### Metal 1

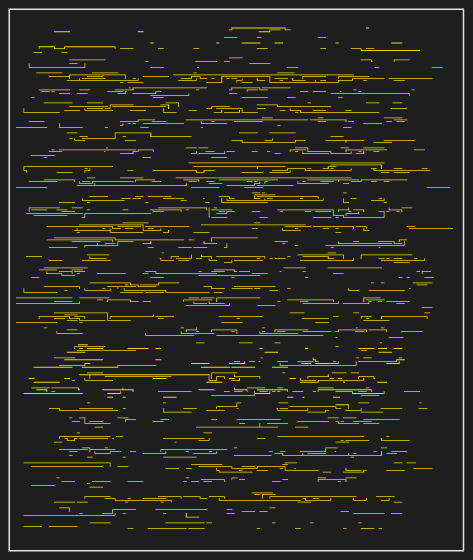
### Cell classes on the final placement

Fill, decap, tap and diode cells in grey.
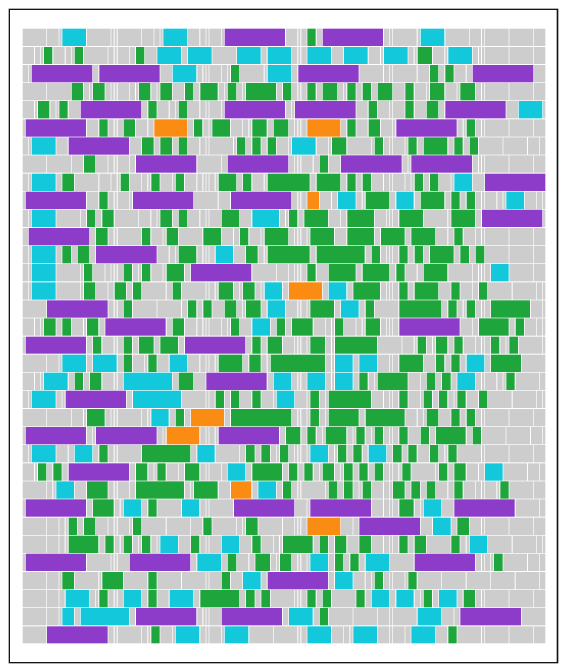
### Routed metal per tile

Bar = 20 µm. 16 x 20 tiles, from dark blue (low) to red (high), scaled to the fullest tile. Values are wire area over tile area, all layers added.
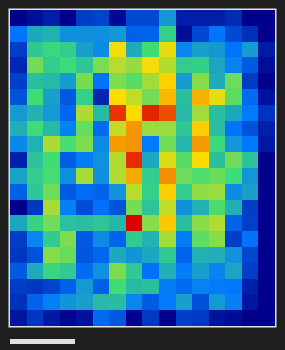
### Signal wires on met3

Bar = 20 µm.
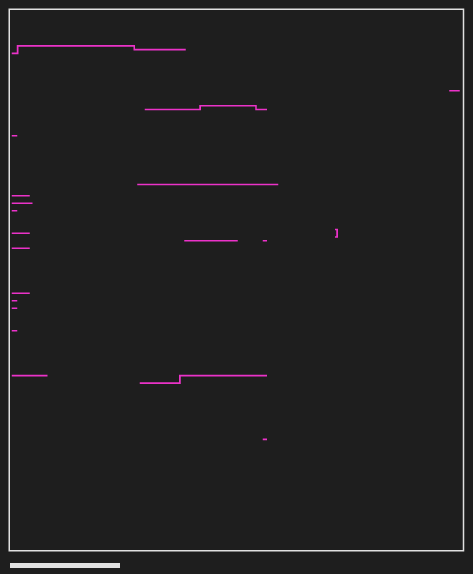
### The clock network

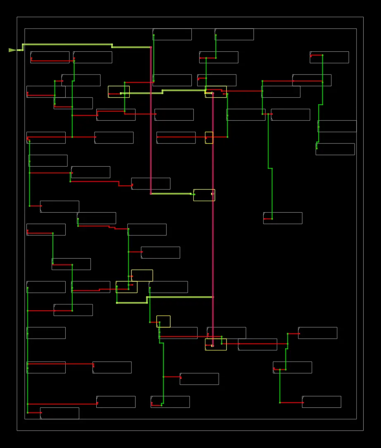
==> config.mk <==
export PLATFORM = sky130hd
export DESIGN_NAME = restoring_divider
export DESIGN_NICKNAME = d
export VERILOG_FILES = /design/src/rtl/restoring_divider.sv
export SDC_FILE = /design/constraint.sdc
export NUM_CORES = 1
export LEC_CHECK = 0
export ABC_AREA = 1
export CELL_PAD_IN_SITES_DETAIL_PLACEMENT = 1
export CELL_PAD_IN_SITES_GLOBAL_PLACEMENT = 1
export CORE_ASPECT_RATIO = 1.2
export CORE_MARGIN = 1.5
export CORE_UTILIZATION = 36
export DETAILED_ROUTE_END_ITERATION = 8
export PLACE_DENSITY_LB_ADDON = 0.12
export SKIP_LAST_GASP = 1
export SYNTH_ARGS = -nofsm -noshare
export SYNTH_HDL_FRONTEND = slang
export SYNTH_SLANG_ARGS = --single-unit
export TNS_END_PERCENT = 100
==> constraint.sdc <==
create_clock -name clk -period 1.7 [get_ports clk]
set_input_delay 0.255 -clock clk [delete_from_list [all_inputs] [get_ports clk]]
set_output_delay 0.255 -clock clk [all_outputs]
set_load 0.02 [all_outputs]
==> impl_metrics.py <==
# Metrics from the implementation run
metrics = {
    "outcome": {
        "outcome": "complete, but fails checks",
        "failed_checks": "setup timing",
    },
    "floorplanning": {
        "die-height_um": 98.0,
        "die_w_um": 82.1,
        "core_area_mm2": 0.00727,
    },
    "final_layout": {
        "buffer_area_frac": 0.199,
        "lay_top_count": "nand2_1",
        "logic_area_mm2": 0.00148,
        "final_util": 0.533,
        "flop_area_mm2": 0.00123,
        "fin_nets": 460,
    },
    "detailed_routing": {
        "ant_nets": 0,
        "top_layer_used": "met4",
        "firstDrtPassIters": 4,
        "drt_first_iter_violations": 47,
    },
    "timing": {
        "finalSetupViolations": 18,
        "setup_ws_ps": -265,
        "hold_viol": 0,
        "drv_slew": 0,
    },
    "yosys": {
        "synth_cell_types": 30,
        "yosys_area_mm2": 0.00271,
        "ff_type": "dfrtp_1",
        "synthArstFlopShare": 1.00,
    },
    "power": {
        "internal_power_mw": 4.25,
        "switching_share": 0.465,
        "power.total_mw": 7.94,
    },
    "place": {
        "hpwl_um": 5620,
    },
    "worst_hold_path": {
        "worstHoldPathType": "input pin to asynchronous set/reset pin",
    },
    "global_routing": {
        "grt_pass1_vias": 2966,
        "antenna_found_initial": 0,
        "grt_max_degree": 50,
    },
    "setup_path": {
        "cpMaxStageDelayCell": "dfrtp_1",
    },
}
About 'Metal 1':
wire length on this layer = 3090 µm
main direction = horizontal
share of all routed wire = 40%
nets with wire on the layer = 432
DR vias: 2530
final WL: 7720 µm
met1 usage: 0.241

About 'Cell classes on the final placement':
purple -> registers  # cells 49
cyan -> remaining buffers and delay cells  # cells 85
orange -> clock drivers and dummy loads  # cells 8
green -> remaining logic cells  # cells 290
final instance area: 0.00388 mm²
Seq area share: 0.316
FP Rows: 34

About 'Routed metal per tile':
mean over tiles = 0.15
fullest tile = 0.41
tiles over half the peak = 26%
nearly empty tiles = 7.2%
emptiest ninth of the die = bottom right
densest ninth of the die = middle
Total Routing Usage GR: 0.219
routed len/inst: 14.8 µm

About 'Signal wires on met3':
longest straight run = 25.3 µm
share of all routed wire = 1.9%
main direction = horizontal
GR Util met3: 0.0346

About 'The clock network':
Clock Skew: 13.6 ps
total CTS buffers: 5
clk_buf instances: 6
clk latency late pin: 320 ps

No activity file was given, so power comes from the tool's default toggle rates.
